$ cat src/rtl/pid_error_stage.sv
// pid_error_stage: PID front end. Turns unsigned setpoint/measurement samples
// into signed error, delta (error - previous error) and a saturating integral.
// Two-stage pipeline: stage 1 forms the error, stage 2 updates history and integral.
// Optional feature macro: PID_INTEG_SAT_FLAG_EN adds integ_sat_out, which flags
// that the latest integral update was clamped.
module pid_error_stage #(
  parameter int unsigned UNSIGNED_WIDTH = 8,
  parameter int unsigned INTEG_WIDTH    = 12
) (
  input  logic                             clk,
  input  logic                             reset,
  input  logic                             sample_valid_in,
  input  logic [UNSIGNED_WIDTH-1:0]        measurement_in,
  input  logic [UNSIGNED_WIDTH-1:0]        setpoint_in,
  input  logic                             clear_in,
  output logic signed [UNSIGNED_WIDTH:0]   error_out,
  output logic signed [UNSIGNED_WIDTH+1:0] delta_out,
  output logic signed [INTEG_WIDTH-1:0]    integral_out,
`ifdef PID_INTEG_SAT_FLAG_EN
  output logic                             integ_sat_out,
`endif
  output logic                             valid_out
);

  localparam int unsigned W = UNSIGNED_WIDTH;
  localparam int unsigned I = INTEG_WIDTH;

  // Stage-1 and history state
  logic signed [W:0]   r_err1;
  logic                r_v1;
  logic signed [W:0]   r_prev_err;
  logic                r_hist_valid;
  logic signed [I-1:0] r_integral;

  // Combinational datapath
  logic signed [W:0]   w_err_new;
  logic signed [W+1:0] w_delta;
  logic        [I:0]   w_integ_sum;
  logic                w_integ_sat;
  logic signed [I-1:0] w_integ_next;

  // Error, delta and clamped integral; the integral sum carries one guard bit
  // so an overflow shows up as a disagreement between its top two bits.
  always_comb begin
    w_err_new    = (W+1)'({1'b0, setpoint_in}) - (W+1)'({1'b0, measurement_in});
    w_delta      = {r_err1[W], r_err1} - {r_prev_err[W], r_prev_err};
    w_integ_sum  = {r_integral[I-1], r_integral} + {{(I-W){r_err1[W]}}, r_err1};
    w_integ_sat  = w_integ_sum[I] ^ w_integ_sum[I-1];
    w_integ_next = w_integ_sum[I-1:0];
    if (w_integ_sat) begin
      if (w_integ_sum[I]) begin
        w_integ_next = {1'b1, {(I-1){1'b0}}};
      end else begin
        w_integ_next = {1'b0, {(I-1){1'b1}}};
      end
    end
  end

  assign integral_out = r_integral;

  // Pipeline registers; clear drops anything in flight and wipes history.
  always_ff @(posedge clk or posedge reset) begin
    if (reset) begin
      r_err1       <= '0;
      r_v1         <= 1'b0;
      r_prev_err   <= '0;
      r_hist_valid <= 1'b0;
      r_integral   <= '0;
      error_out    <= '0;
      delta_out    <= '0;
      valid_out    <= 1'b0;
`ifdef PID_INTEG_SAT_FLAG_EN
      integ_sat_out <= 1'b0;
`endif
    end else if (clear_in) begin
      r_err1       <= '0;
      r_v1         <= 1'b0;
      r_prev_err   <= '0;
      r_hist_valid <= 1'b0;
      r_integral   <= '0;
      error_out    <= '0;
      delta_out    <= '0;
      valid_out    <= 1'b0;
`ifdef PID_INTEG_SAT_FLAG_EN
      integ_sat_out <= 1'b0;
`endif
    end else begin
      r_v1      <= sample_valid_in;
      valid_out <= r_v1;
      if (sample_valid_in) begin
        r_err1 <= w_err_new;
      end
      if (r_v1) begin
        error_out    <= r_err1;
        delta_out    <= r_hist_valid ? w_delta : '0;
        r_prev_err   <= r_err1;
        r_hist_valid <= 1'b1;
        r_integral   <= w_integ_next;
`ifdef PID_INTEG_SAT_FLAG_EN
        integ_sat_out <= w_integ_sat;
`endif
      end
    end
  end

endmodule

$ cat config.mk
export PLATFORM = sky130hd
export DESIGN_NAME = pid_error_stage
export DESIGN_NICKNAME = d
export VERILOG_FILES = /design/src/rtl/pid_error_stage.sv
export SDC_FILE = /design/constraint.sdc
export NUM_CORES = 1
export LEC_CHECK = 0
export CORE_MARGIN = 4
export CORE_UTILIZATION = 48
export DETAILED_ROUTE_END_ITERATION = 16
export GPL_ROUTABILITY_DRIVEN = 0
export GPL_TIMING_DRIVEN = 1
export PLACE_DENSITY = 0.76
export SKIP_LAST_GASP = 1
export SYNTH_ARGS = -nofsm -noshare
export SYNTH_HDL_FRONTEND = slang
export SYNTH_SLANG_ARGS = --single-unit
$ cat constraint.sdc
create_clock -name clk -period 1.95 [get_ports clk]
set_clock_uncertainty 0.05 [all_clocks]
set_input_delay 0.195 -clock clk [delete_from_list [all_inputs] [get_ports clk]]
set_output_delay 0.195 -clock clk [all_outputs]
set_load 0.01 [all_outputs]
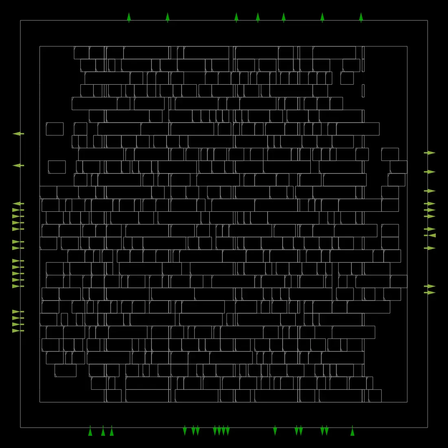
Fig. 1. Cell placement.
FP Rows: 28
final design utilization: 77.0%
seq_cells: 43
number of non-filler instances in the completed layout: 535
flip-flop and latch share of the layout cell area: 23.5%

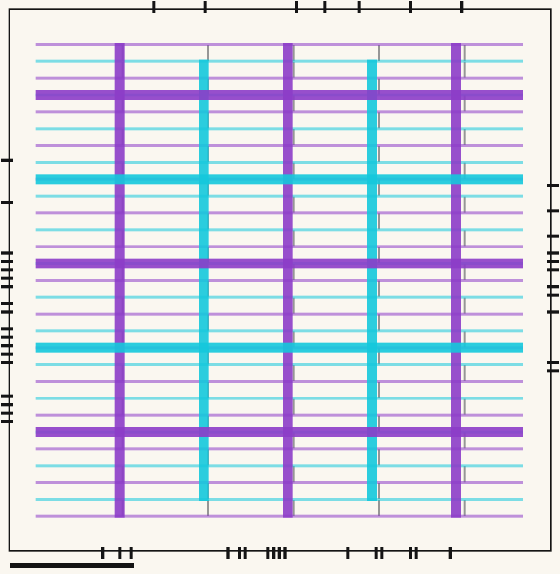
Fig. 2. Floorplan with the power grid.
The bar under the picture is 20 um long. Pins as bars on the die edge. Tap cells in gray.
VDD: marked cyan. VSS: marked purple.
52 signal pins sit on the boundary. 29 met1 rails follow the rows. 75 tap cells. 5 straps on met4. 5 straps on met5.

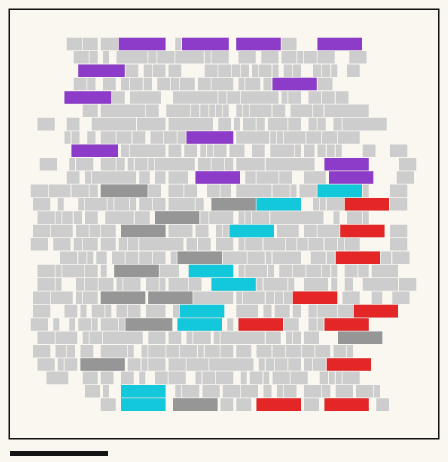
Fig. 3. Sequential cells grouped by signal name.
The bar under the picture is 20 um long.
`delta_out`: marked red, sequential cells 10. `integral_out`: marked purple, sequential cells 12. `r_prev_err`: marked cyan, sequential cells 9.
Another 12 sequential cells are not colored.
Flop+latch power: 1020 uW
register area: 1090 um2

==> flow_summary.html <==
<!-- implementation run metrics -->
<table>
<tr><th>Metric</th><th>Value</th></tr>
<tr><th colspan="2">Synth</th></tr>
<tr><td>Post-Synthesis Cells</td><td>around 340</td></tr>
<tr><td>Synthesized-area fraction occupied by and/or/nand/nor cells</td><td>between 15 and 20%</td></tr>
<tr><td>Proportion of register bits with asynchronous set or reset after synthesis</td><td>100%</td></tr>
<tr><td>Share of the yosys chip area belonging to registers</td><td>between 30% and 40%</td></tr>
<tr><td>Share of synthesized cell area in full adder, half adder and majority cells</td><td>about 14%</td></tr>
<tr><td>Dominant cells by area after synthesis</td><td>sky130_fd_sc_hd__dfrtp_1 (36%), sky130_fd_sc_hd__ha_1 (12%), sky130_fd_sc_hd__a21oi_1 (5.8%)</td></tr>
<tr><td>Cell taking the most area after synthesis</td><td>sky130_fd_sc_hd__dfrtp_1</td></tr>
<tr><td>Dominant non-sequential cell family after synthesis</td><td>AND-OR/OR-AND gates</td></tr>
<tr><td>Share of the synthesized area in the top cell type</td><td>35.8%</td></tr>
<tr><td>#FFs+latches synth</td><td>around 43</td></tr>
<tr><td>Syn. warnings</td><td>0</td></tr>
<tr><td>Post-synthesis share of cell area spent on and-or and or-and gates</td><td>18.4%</td></tr>
<tr><td>Mux cell area share after synthesis</td><td>3.99%</td></tr>
<tr><td>Number of different library cells in the post-synthesis netlist</td><td>44</td></tr>
<tr><td>Dominant register cell</td><td>sky130_fd_sc_hd__dfrtp_1</td></tr>
<tr><td>Post-Synthesis Net Count</td><td>roughly 390</td></tr>
<tr><td>Post-synth EDFFs</td><td>0</td></tr>
<tr><td>Area of the mapped netlist</td><td>between 3000 and 4000 um2</td></tr>
<tr><td>Cell count listed in synth_stat.txt</td><td>roughly 340</td></tr>
<tr><td>Count leader, synth</td><td>sky130_fd_sc_hd__dfrtp_1</td></tr>
<tr><td>Xor/xnor cell area share of the yosys netlist</td><td>approximately 4.7%</td></tr>
<tr><td>YS chip area</td><td>3010 um2</td></tr>
<tr><td>Synth top cells by count</td><td>sky130_fd_sc_hd__dfrtp_1 (43), sky130_fd_sc_hd__nor2_1 (42), sky130_fd_sc_hd__a21oi_1 (35)</td></tr>
<tr><td>Synthesized area divided by synthesized cell count</td><td>8.90 um2</td></tr>
<tr><th colspan="2">Global routing</th></tr>
<tr><td>Overflow left after global routing</td><td>0</td></tr>
<tr><td>Maximum number of pins on one net before global-route repair</td><td>about 46</td></tr>
<tr><td>Met3 usage</td><td>under 10%</td></tr>
<tr><td>Number of global-route vias before repair</td><td>roughly 3k</td></tr>
<tr><td>Initial antenna violation count</td><td>0</td></tr>
<tr><td>GRT met1 Usage</td><td>between 20% and 30%</td></tr>
<tr><td>First-pass GRT wire length</td><td>around 14,000 um</td></tr>
<tr><td>Global routing usage on met2</td><td>between 30% and 40%</td></tr>
<tr><td>Gr busiest metal</td><td>met2</td></tr>
<tr><td>GRT Overall Usage</td><td>between 20% and 30%</td></tr>
<tr><th colspan="2">Critical path</th></tr>
<tr><td>WP buf/inv</td><td>1</td></tr>
<tr><td>Kind of start point of the critical path</td><td>flip-flop</td></tr>
<tr><td>Worst reg2reg path startpoint</td><td>integral_out[1]$_DFFE_PP0P_</td></tr>
<tr><td>Setup slack, reg-to-reg</td><td>-430 ps</td></tr>
<tr><td>Category of cells accounting for the largest share of critical-path delay</td><td>AND-OR/OR-AND gates</td></tr>
<tr><td>Worst-path fanout max</td><td>9</td></tr>
<tr><td>Critical path's largest stage delay</td><td>between 400 and 500 ps</td></tr>
<tr><td>Startpoint-to-endpoint class of the critical path</td><td>flip-flop to flip-flop</td></tr>
<tr><td>Total stage count of the critical path</td><td>9</td></tr>
<tr><td>Endpoint of the lowest-slack register-to-register path</td><td>integral_out[5]$_DFFE_PP0P_</td></tr>
<tr><td>Worst endpoint required time</td><td>roughly 2100 ps</td></tr>
<tr><td>Crit path cell chain</td><td>ha_4 &gt; a211oi_4 &gt; nor3_4 &gt; o211ai_2 &gt; a21boi_4 &gt; o31ai_4 &gt; buf_12 &gt; a21oi_1 &gt; nor3_1</td></tr>
<tr><td>Worst endpoint data arrival time</td><td>2530 ps</td></tr>
<tr><td>Launch point of the critical path</td><td>integral_out[1]$_DFFE_PP0P_</td></tr>
<tr><td>Reg2reg path depth</td><td>9</td></tr>
<tr><td>Endpoint class of the critical path</td><td>flip-flop</td></tr>
<tr><td>CP Capture Point</td><td>integral_out[5]$_DFFE_PP0P_</td></tr>
<tr><td>Crit path max-delay cell type</td><td>sky130_fd_sc_hd__dfrtp_2</td></tr>
<tr><th colspan="2">Floorplanning</th></tr>
<tr><td>Core Box Area</td><td>between 5000 and 6000 um2</td></tr>
<tr><td>Die width</td><td>87.2 um</td></tr>
<tr><td>Pre-Place Util</td><td>50.2%</td></tr>
<tr><td>Die area</td><td>~7600 um2</td></tr>
<tr><td>Die boundary height</td><td>approximately 87 um</td></tr>
<tr><td>I/O pin total</td><td>roughly 52</td></tr>
<tr><th colspan="2">Power</th></tr>
<tr><td>Design Power</td><td>3010 uW</td></tr>
<tr><td>Power density over the cells</td><td>~650 nW/um2</td></tr>
<tr><td>Worst IR drop on VDD</td><td>0.000364 V</td></tr>
<tr><td>Static Leakage</td><td>roughly 0.0021 uW</td></tr>
<tr><th colspan="2">Routing</th></tr>
<tr><td>Number of violations reported at the end of detailed-routing iteration 0</td><td>roughly 190</td></tr>
<tr><td>Routed vias/inst</td><td>5.65</td></tr>
<tr><td>Met2 wirelength from detailed routing</td><td>about 4400 um</td></tr>
<tr><td>Total Routed Length</td><td>8920 um</td></tr>
<tr><td>Top layer reached by signal wires</td><td>met4</td></tr>
<tr><td>Antenna viol nets, final</td><td>0</td></tr>
<tr><td>DRT Pass-1 Iters</td><td>6</td></tr>
<tr><td>Via count</td><td>around 3k</td></tr>
<tr><td>Met3 wire length</td><td>between 500 and 600 um</td></tr>
<tr><td>Average wire length per cell after detail routing</td><td>16.7 um</td></tr>
<tr><td>Metal-1 WL</td><td>~3700 um</td></tr>
<tr><td>Number of remaining DRC errors</td><td>0</td></tr>
<tr><th colspan="2">Clock tree</th></tr>
<tr><td>Clock tree buffer depth</td><td>2</td></tr>
<tr><td>Clock sink count</td><td>~43</td></tr>
<tr><td>Source-to-sink clock delay at the later pin of the worst-skew pair</td><td>roughly 300 ps</td></tr>
<tr><td>Num CTS Buffers</td><td>5</td></tr>
<tr><td>CTS root buf</td><td>sky130_fd_sc_hd__clkbuf_8</td></tr>
<tr><td>Htree depth</td><td>2</td></tr>
<tr><td>Clk pin slew, worst setup/hold paths</td><td>about 90 ps</td></tr>
<tr><td>CTS tree</td><td>done</td></tr>
<tr><td>Post_cts resized</td><td>34</td></tr>
<tr><td>Hold-fix buffers, CTS</td><td>0</td></tr>
<tr><td>Number of setup buffers added after CTS</td><td>11</td></tr>
<tr><th colspan="2">Cells and area</th></tr>
<tr><td>Post-layout nets</td><td>511</td></tr>
<tr><td>Post-layout instance area</td><td>approximately 4600 um2</td></tr>
<tr><td>Ratio of cells with drive above 1 in the final layout</td><td>32.0%</td></tr>
<tr><td>Area added between synthesis and finish</td><td>53.5%</td></tr>
<tr><td>Most numerous logic cells after layout</td><td>sky130_fd_sc_hd__buf_4 (69), sky130_fd_sc_hd__clkdlybuf4s50_1 (49), sky130_fd_sc_hd__nor2_1 (42)</td></tr>
<tr><td>Top logic cell by instance count in the layout</td><td>sky130_fd_sc_hd__buf_4</td></tr>
<tr><td>N_diodes</td><td>0</td></tr>
<tr><td>Fill cell count</td><td>351</td></tr>
<tr><td>Area of combinational cells with multiple inputs</td><td>2080 um2</td></tr>
<tr><th colspan="2">Timing</th></tr>
<tr><td>Setup repair after global routing missed its margin</td><td>yes</td></tr>
<tr><td>Min cycle time layout</td><td>approximately 2400 ps</td></tr>
<tr><td>Highest clock frequency the design can meet</td><td>0.421 GHz</td></tr>
<tr><td>Final worst path period share</td><td>122%</td></tr>
<tr><td>Final Hold Viols</td><td>0</td></tr>
<tr><td>Final-report setup violation count</td><td>18</td></tr>
<tr><td>Pin slew with the least headroom to its limit</td><td>between 500 and 600 ps</td></tr>
<tr><td>Max-slew violation count</td><td>0</td></tr>
<tr><td>Setup Total Neg Slack</td><td>-5000 ps</td></tr>
<tr><td>Slew Limit Headroom</td><td>between 60% and 70%</td></tr>
<tr><td>Worst Slack Setup Final</td><td>-427 ps</td></tr>
<tr><td>Final-layout worst hold slack</td><td>roughly 270 ps</td></tr>
<tr><th colspan="2">Placement</th></tr>
<tr><td>Pre-CTS setup slack</td><td>-419 ps</td></tr>
<tr><td>Number of I/O port buffers</td><td>51</td></tr>
<tr><td>Post-place instance area</td><td>~4100 um2</td></tr>
<tr><td>Placed cells</td><td>roughly 510</td></tr>
<tr><td>HPWL Detailed</td><td>5530 um</td></tr>
<tr><th colspan="2">Status</th></tr>
<tr><td>Result of the run</td><td>complete, but fails checks</td></tr>
<tr><td>Violations in the final reports</td><td>setup timing</td></tr>
<tr><th colspan="2">Flow run</th></tr>
<tr><td>Number of OpenROAD warnings</td><td>29</td></tr>
<tr><td>Maximum capacitance violations</td><td>0</td></tr>
<tr><th colspan="2">Worst hold path</th></tr>
<tr><td>Kind of path behind the tightest hold check</td><td>primary input to asynchronous set/reset pin</td></tr>
</table>
final cells by class:
class	instances	share of cell area, %
inverter	33	2.68
clock inverter	3	0.949
multi-input combinational	249	45.0
sequential	43	23.5
clock buffer	5	1.49
timing repair buffer	127	24.3
tap	75	2.03
power by group:
part / switching (uW) / internal [uW] / leakage, uW
clock: 342 / 382 / 0.0000581
sequential: 68.5 / 948 / 0.000570
combinational: 601 / 664 / 0.00144
sequential cells by signal (all words and copies together), names as in the netlist:
register      flops
r_v1              1
r_prev_err        9
integral_out     12
delta_out        10
valid_out         1
r_err1            9
r_hist_valid      1
kinds of logic (layout without fill, tap and decap cells):
kind of cell	after synthesis	count (layout)
flops	43	43
xor+xnor	16	16
mux	12	12
fa+ha+maj	32	32
simple gates	107	107
buf+inv	46	168
compound gates	82	82
Power is estimated from default activity; no workload was simulated.
